===== src/rtl/ddr_display_pkg.sv =====
// Shared types, constants and double-dabble helpers for the display source scheduler.
// Leading-zero blanking (used when BLANK_LEADING_ZEROS_EN is defined) lives here as blank_leading().
package ddr_display_pkg;

  typedef enum logic [1:0] {
    ST_IDLE,
    ST_LOAD,
    ST_CONV,
    ST_SHOW
  } sched_state_t;

  localparam int BCD_DIGITS  = 4;
  localparam int SAT_MAX     = 9999;
  localparam int CONV_CYCLES = 14;
  localparam int BIN_W       = 14;
  localparam int BCD_W       = 4 * BCD_DIGITS;
  localparam int SR_W        = BCD_W + BIN_W;
  localparam int CNT_W       = $clog2(CONV_CYCLES);
  localparam logic [3:0] BLANK_NIBBLE = 4'hF;

  // One double-dabble iteration: correct every BCD nibble >= 5, then shift left.
  function automatic logic [SR_W-1:0] dd_step(input logic [SR_W-1:0] s);
    logic [SR_W-1:0] t;
    t = s;
    for (int d = 0; d < BCD_DIGITS; d++) begin
      if (t[BIN_W + 4*d +: 4] >= 4'd5)
        t[BIN_W + 4*d +: 4] = t[BIN_W + 4*d +: 4] + 4'd3;
    end
    return {t[SR_W-2:0], 1'b0};
  endfunction

  // Digit 0 is never blanked so that a value of zero still shows a single 0.
  function automatic logic [BCD_W-1:0] blank_leading(input logic [BCD_W-1:0] b);
    logic [BCD_W-1:0] r;
    logic             lead;
    r    = b;
    lead = 1'b1;
    for (int d = BCD_DIGITS - 1; d >= 1; d--) begin
      if (lead && (b[4*d +: 4] == 4'd0))
        r[4*d +: 4] = BLANK_NIBBLE;
      else
        lead = 1'b0;
    end
    return r;
  endfunction

endpackage


===== src/rtl/display_source_scheduler_if.sv =====
// Bus between the display source scheduler and its requesters / seven-segment mux driver.
interface display_source_scheduler_if #(
  parameter int NUM_REQ = 4,
  parameter int VAL_W   = 14
);
  logic [VAL_W-1:0]         score;
  logic [NUM_REQ-1:0]       req;
  logic [NUM_REQ*VAL_W-1:0] req_val;
  logic [NUM_REQ-1:0]       ack;
  logic [15:0]              BCD;
  logic                     busy;
  logic [2:0]               active_src;

  modport master (
    output score, req, req_val,
    input  ack, BCD, busy, active_src
  );

  modport slave (
    input  score, req, req_val,
    output ack, BCD, busy, active_src
  );
endinterface


===== src/rtl/display_source_scheduler_bin2bcd_seq.sv =====
// Sequential 14-bit binary to 4-digit packed BCD converter (double dabble, one bit per cycle).
module bin2bcd_seq
  import ddr_display_pkg::*;
(
  input  logic             displayClk,
  input  logic             rst,
  input  logic             start,
  input  logic [BIN_W-1:0] bin,
  output logic             done,
  output logic [BCD_W-1:0] result
);

  logic [SR_W-1:0]  sr;
  logic [SR_W-1:0]  sr_next;
  logic [CNT_W-1:0] cnt;
  logic             running;

  assign sr_next = dd_step(sr);
  // done and result describe the final shift happening on this edge, so the caller
  // can register the finished value without an extra cycle.
  assign done    = running && (cnt == CNT_W'(CONV_CYCLES - 1));
  assign result  = sr_next[SR_W-1 -: BCD_W];

  always_ff @(posedge displayClk) begin
    if (rst) begin
      sr      <= '0;
      cnt     <= '0;
      running <= 1'b0;
    end else if (start) begin
      sr      <= {{BCD_W{1'b0}}, bin};
      cnt     <= '0;
      running <= 1'b1;
    end else if (running) begin
      sr  <= sr_next;
      cnt <= cnt + CNT_W'(1);
      if (done)
        running <= 1'b0;
    end
  end

endmodule


===== src/rtl/display_source_scheduler.sv =====
// Chooses score or a pre-empting event value for the 4-digit display and converts it to BCD.
// Define BLANK_LEADING_ZEROS_EN to replace leading zero digits (3..1) with the blank nibble 4'hF.
module display_source_scheduler
  import ddr_display_pkg::*;
#(
  parameter int NUM_REQ    = 4,
  parameter int VAL_W      = 14,
  parameter int HOLD_TICKS = 1000
)(
  input logic                       displayClk,
  input logic                       rst,
  display_source_scheduler_if.slave bus
);

  localparam int IDX_W  = (NUM_REQ > 1) ? $clog2(NUM_REQ) : 1;
  localparam int SRC_W  = 3;
  localparam int HOLD_W = (HOLD_TICKS > 1) ? $clog2(HOLD_TICKS) : 1;
  localparam logic [SRC_W-1:0] SRC_SCORE = SRC_W'(NUM_REQ);

  sched_state_t       state;
  logic [NUM_REQ-1:0] pend;
  logic [VAL_W-1:0]   val_r [NUM_REQ];
  logic [VAL_W-1:0]   sel_val;
  logic [SRC_W-1:0]   src;
  logic [VAL_W-1:0]   last_score;
  logic               bg_dirty;
  logic [HOLD_W-1:0]  hold;
  logic [NUM_REQ-1:0] ack_r;
  logic [BCD_W-1:0]   bcd_r;
  logic [SRC_W-1:0]   active_r;

  logic               pick_any;
  logic [IDX_W-1:0]   pick_idx;
  logic               preempt;
  logic               take;
  logic [BIN_W-1:0]   sel_sat;
  logic               conv_start;
  logic               conv_done;
  logic [BCD_W-1:0]   conv_result;
  logic [BCD_W-1:0]   bcd_fmt;

  // NOTE: every always_comb output gets a default before the loop; a path that
  // leaves one unassigned would infer a latch.
  always_comb begin
    pick_any = 1'b0;
    pick_idx = '0;
    for (int i = NUM_REQ - 1; i >= 0; i--) begin
      if (pend[i]) begin
        pick_any = 1'b1;
        pick_idx = IDX_W'(i);
      end
    end
  end

  assign preempt    = pick_any && (SRC_W'(pick_idx) < active_r);
  assign take       = ((state == ST_IDLE) && pick_any) || ((state == ST_SHOW) && preempt);
  assign sel_sat    = (sel_val > VAL_W'(SAT_MAX)) ? BIN_W'(SAT_MAX) : sel_val[BIN_W-1:0];
  assign conv_start = (state == ST_LOAD);

`ifdef BLANK_LEADING_ZEROS_EN
  assign bcd_fmt = blank_leading(conv_result);
`else
  assign bcd_fmt = conv_result;
`endif

  bin2bcd_seq u_bin2bcd (
    .displayClk (displayClk),
    .rst        (rst),
    .start      (conv_start),
    .bin        (sel_sat),
    .done       (conv_done),
    .result     (conv_result)
  );

  // NOTE: state is updated with non-blocking assignments only, so every branch
  // below reads the values from before this edge regardless of statement order.
  always_ff @(posedge displayClk) begin
    if (rst) begin
      state      <= ST_IDLE;
      pend       <= '0;
      for (int i = 0; i < NUM_REQ; i++) val_r[i] <= '0;
      sel_val    <= '0;
      src        <= SRC_SCORE;
      last_score <= '0;
      bg_dirty   <= 1'b1;
      hold       <= '0;
      ack_r      <= '0;
      bcd_r      <= '0;
      active_r   <= SRC_SCORE;
    end else begin
      ack_r <= '0;

      // A new strobe beats a simultaneous take: the request stays pending with its new value.
      for (int i = 0; i < NUM_REQ; i++) begin
        if (bus.req[i]) begin
          pend[i]  <= 1'b1;
          val_r[i] <= bus.req_val[i*VAL_W +: VAL_W];
        end else if (take && (pick_idx == IDX_W'(i))) begin
          pend[i] <= 1'b0;
        end
      end

      if (take) begin
        ack_r[pick_idx] <= 1'b1;
        src             <= SRC_W'(pick_idx);
        sel_val         <= val_r[pick_idx];
        state           <= ST_LOAD;
      end else begin
        unique case (state)
          ST_IDLE: begin
            if (bg_dirty || (bus.score != last_score)) begin
              src        <= SRC_SCORE;
              sel_val    <= bus.score;
              last_score <= bus.score;
              bg_dirty   <= 1'b0;
              state      <= ST_LOAD;
            end
          end
          ST_LOAD: state <= ST_CONV;
          ST_CONV: begin
            if (conv_done) begin
              bcd_r    <= bcd_fmt;
              active_r <= src;
              if (src == SRC_SCORE) begin
                state <= ST_IDLE;
              end else begin
                hold  <= HOLD_W'(HOLD_TICKS - 1);
                state <= ST_SHOW;
              end
            end
          end
          ST_SHOW: begin
            if (hold == '0) begin
              bg_dirty <= 1'b1;
              state    <= ST_IDLE;
            end else begin
              hold <= hold - HOLD_W'(1);
            end
          end
          default: state <= ST_IDLE;
        endcase
      end
    end
  end

  assign bus.ack        = ack_r;
  assign bus.BCD        = bcd_r;
  assign bus.busy       = (state != ST_IDLE);
  assign bus.active_src = active_r;

endmodule

===== src/flat_wrapper.sv =====
// flat-port wrapper written by rule: the top's interface ports become plain ports
module display_source_scheduler_flat import ddr_display_pkg::*;
#(
  parameter int NUM_REQ    = 4,
  parameter int VAL_W      = 14,
  parameter int HOLD_TICKS = 1000
)
  (displayClk, rst, bus_score, bus_req, bus_req_val, bus_ack, bus_BCD, bus_busy, bus_active_src);
  display_source_scheduler_if #(.NUM_REQ(NUM_REQ), .VAL_W(VAL_W)) bus_i ();
  input logic displayClk;
  input logic rst;
  input wire logic [$bits(bus_i.score)-1:0] bus_score;
  input wire logic [$bits(bus_i.req)-1:0] bus_req;
  input wire logic [$bits(bus_i.req_val)-1:0] bus_req_val;
  output wire logic [$bits(bus_i.ack)-1:0] bus_ack;
  output wire logic [$bits(bus_i.BCD)-1:0] bus_BCD;
  output wire logic [$bits(bus_i.busy)-1:0] bus_busy;
  output wire logic [$bits(bus_i.active_src)-1:0] bus_active_src;
  assign bus_i.score = bus_score;
  assign bus_i.req = bus_req;
  assign bus_i.req_val = bus_req_val;
  assign bus_ack = bus_i.ack;
  assign bus_BCD = bus_i.BCD;
  assign bus_busy = bus_i.busy;
  assign bus_active_src = bus_i.active_src;
  display_source_scheduler #(.NUM_REQ(NUM_REQ), .VAL_W(VAL_W), .HOLD_TICKS(HOLD_TICKS)) u_core (.displayClk(displayClk), .rst(rst), .bus(bus_i));
endmodule

===== config.mk =====
export PLATFORM = sky130hd
export DESIGN_NAME = display_source_scheduler_flat
export DESIGN_NICKNAME = d
export VERILOG_FILES = /design/src/rtl/ddr_display_pkg.sv /design/src/rtl/display_source_scheduler_if.sv /design/src/rtl/display_source_scheduler_bin2bcd_seq.sv /design/src/rtl/display_source_scheduler.sv /design/src/flat_wrapper.sv
export SDC_FILE = /design/constraint.sdc
export NUM_CORES = 1
export LEC_CHECK = 0
export ABC_AREA = 1
export ABC_CLOCK_PERIOD_IN_PS = 2050
export CORE_ASPECT_RATIO = 0.6
export CORE_MARGIN = 4
export CORE_UTILIZATION = 55
export CTS_BUF_LIST = sky130_fd_sc_hd__clkbuf_16
export CTS_CLUSTER_DIAMETER = 40
export CTS_CLUSTER_SIZE = 40
export DETAILED_ROUTE_END_ITERATION = 16
export PLACE_DENSITY = 0.77
export RECOVER_POWER = 25
export SYNTH_ARGS = -nofsm -noshare
export SYNTH_HDL_FRONTEND = slang
export SYNTH_SLANG_ARGS = --single-unit

===== constraint.sdc =====
create_clock -name displayClk -period 2.05 [get_ports displayClk]
set_input_delay 0.41 -clock displayClk [delete_from_list [all_inputs] [get_ports displayClk]]
set_output_delay 0.41 -clock displayClk [all_outputs]
set_load 0.005 [all_outputs]

Signal wires on met2:
Scale bar: 50 µm.
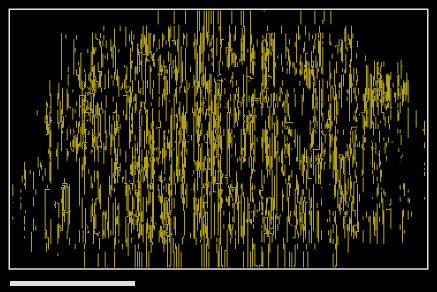
The longest straight run is 35.9 µm. The wires run mostly vertical. 1,031 nets have wire on it. The layer holds 41% of the routed length.
DR vias: 7,493
DRT Wirelength: 21,800 µm
grt met2 use: 37.0%

Gate families picked out:
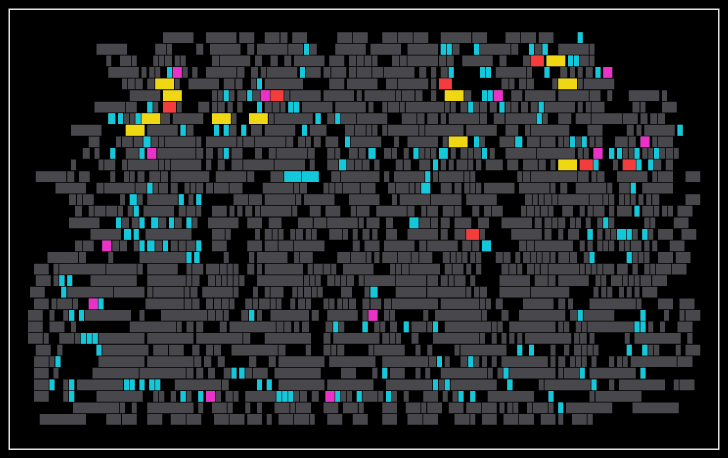
Key: magenta = AND and OR gates [cells 12, where widely spread]; red = XOR/XNOR gates [cells 7]; yellow = adder and majority cells [cells 11]; cyan = NOR gates [cells 154, where widely spread]
most frequent logic cell in the layout: nand2_1
fin cells: 1,424

Routing congestion:
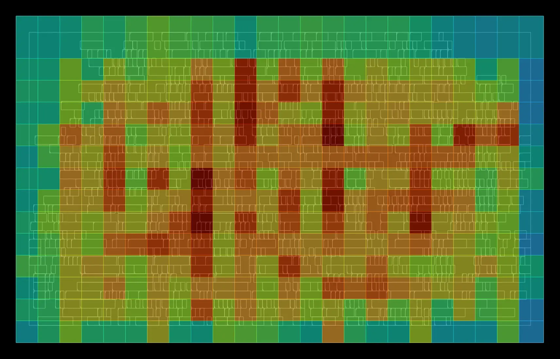
Avg WL per Cell: 15.3 µm
busiest grt layer: met1
Final Util: 69.6%
met1 Use GR: 40.6%
gr usage total: 25.9%

Met3 routing:
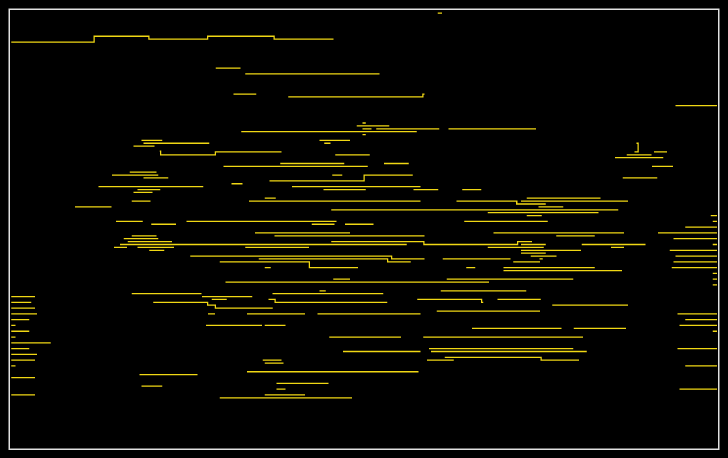
The wires run mostly horizontal. The layer carries 2,250 µm of wire. The layer holds 10% of the routed length. 134 nets have wire on it.
routing usage on met3: 5.56%

Register map, names as in the netlist:
Scale bar: 50 µm.
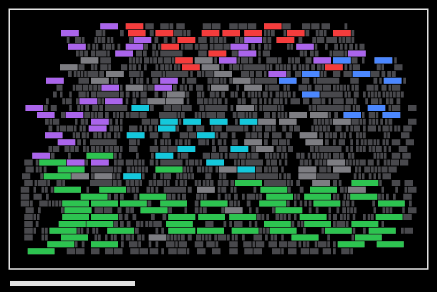
Key: green = u_core.val_r [placed flops 56, where a horizontal strip, bottom]; blue = u_core.hold [placed flops 10, where north-east]; purple = u_core.u_bin2bcd.sr [placed flops 30]; cyan = u_core.sel_val [placed flops 14, where center]; red = u_core.bus.BCD [placed flops 16, where north]
Another 36 sequential cells are not colored.

==> results.cfg <==
; implementation run metrics
[worst_setup_path]
critPathMaxStageDelay_ps = 530
crit_path_end = bus_busy
required_ps = 1640
reg2reg_depth = 10
reg2reg_from = u_core.hold[0]
crit_buf_inv = 2
crit_cells = 3
crit_arrival_ps = 1540
r2r_end = u_core.hold[4]
ff2ff_setup_slack_ps = 190
worstPathCellList = nor2_2 > inv_2 > clkdlybuf4s50_1
path_max_fanout = 4
cp-startpoint = u_core.state[1]
cp-start-kind = flop
path_class = flop to primary output
crit_path_end_kind = primary output
cp_top_family = buffers and inverters
critPathSlowestCell = clkdlybuf4s50_1

[global_routing]
antenna_found_initial = 0
grt_first_pass_wirelength_um = 35300
grt_max_degree = 46
grt_overflow = 0
grt_pass1_vias = 6908

[timing]
report.final.slew_viol_count = 0
fmax_mhz = 512
holdWs_ps = 464
hold_viol = 0
setup_violations = 0
period_used_pct = 95.2
max_slew.worst_pin.slew_ps = 1030
fin_skew_ps = 13.0
worst_slack_ps = 98.0
rsz0062_at_grt = no
tns_ps = 0
min_period_ps = 1950
relSlewSlack_pct = 31.2

[placement]
dp.final_hpwl_um = 15700
gp_congestion = 0.921
portBuffers = 99
dp_cells = 1392
place_ws_ps = -119
dpl-instance-area_um2 = 9610

[cells_and_area]
nFillCells = 1185
diodes = 0
layout_top_cells = 215 x nand2_1, 188 x inv_1, 137 x nor2_1
drive_above_1_share_pct = 11.9
final_cell_area_um2 = 10200
nNetsFinal = 1300
seqCellArea_um2 = 3800
layout.area.comb_um2 = 3490
syn2layout_area_growth_pct = 22.9

[hold_path]
hold_path.class = flop to flop
hold_depth = 2
whs_endpoint = u_core.u_bin2bcd.sr[2]
min_from = u_core.u_bin2bcd.sr[2]

[power]
power_leader = sequential cells
powerComb_mw = 3.97
irDropWorstVdd_mv = 0.779
power.share.clock_pct = 27.8
intPower_mw = 7.04
power.density_nw_per_um2 = 1110
seq_power_mw = 4.21
swShare_pct = 37.9
power_frac_comb_pct = 35.0
p_sw_mw = 4.30
power_mw = 11.3
pg_clk_mw = 3.15
p_leak_nw = 4.62
seq_power_share_pct = 37.2

[routing]
vias_per_cell = 5.26
dr_wl_met2_um = 8840
wl_met3_um = 2250
drt-pass1-iter-count = 6
drtIter0Drc = 871
highest_layer = met4
wl_met1_um = 10500
drc_errors = 0
ant_nets = 0

[yosys]
netlist_area_um2 = 8290
syn_area_per_cell_um2 = 7.53
top_cell = nand2_1
ys_ff = 162
top_area_share_pct = 25.6
synth-edff-count = 56
postSynthSeqShare_pct = 45.9
ys.flop_type = dfxtp_1
fp_nets = 1188
ys_warn_count = 0
yosysChipArea_um2 = 8290
syn_inst = 1101
async_flop_share_pct = 0
largest_area_cell = dfxtp_1
yosys-top-cells-count = 215 x nand2_1, 187 x inv_1, 138 x nor2_1
ys_types = 39
area_leaders = dfxtp_1 26%, edfxtp_1 20%, nand2_1 9.7%
yosys-stat-cells = 1101

[clock_tree]
clk_path_buf_depth = 2
clockRootBuffer = clkbuf_16
htreeDepth = 4
cts_setup_buffers = 0
clk_pin_slew_ps = 60
cts_resized = 0
cts_tree = built
clock_sinks = 162
cts_buffers = 17
clk_latency_ps = 420
hold_buffers = 0

[floorplan]
die_h_um = 103
rows = 34
num_io_pins = 100
coreArea_um2 = 14600
die-area_um2 = 17200
die_x_um = 166
fp-utilization_pct = 56.6

[outcome]
outcome = finished, final reports clean

[job]
maxCapViolCount = 0
warning_count = 31
[logic make-up after synthesis]
family / after synthesis / synth area share, %
buffers and inverters: 244 / 12.0
flip-flops: 162 / 45.9
adder cells (fa/ha/maj): 11 / 1.66
XOR/XNOR: 7 / 0.740
AND-OR/OR-AND: 146 / 10.4
AND/OR/NAND/NOR: 531 / 29.3
[registers in the layout, indices dropped and copies added (netlist names), 10 cells and up]
name / cells
u_core.bus.BCD: 16
u_core.last_score: 14
u_core.val_r: 56
u_core.hold: 10
u_core.sel_val: 14
u_core.u_bin2bcd.sr: 30
[area by class of cell]
cell class | count | area share [%]
multi-input combinational | 695 | 34.3
inverter | 196 | 7.25
timing repair buffer | 141 | 12.9
clock inverter | 15 | 1.55
clock buffer | 17 | 4.18
tap | 198 | 2.43
sequential | 162 | 37.4
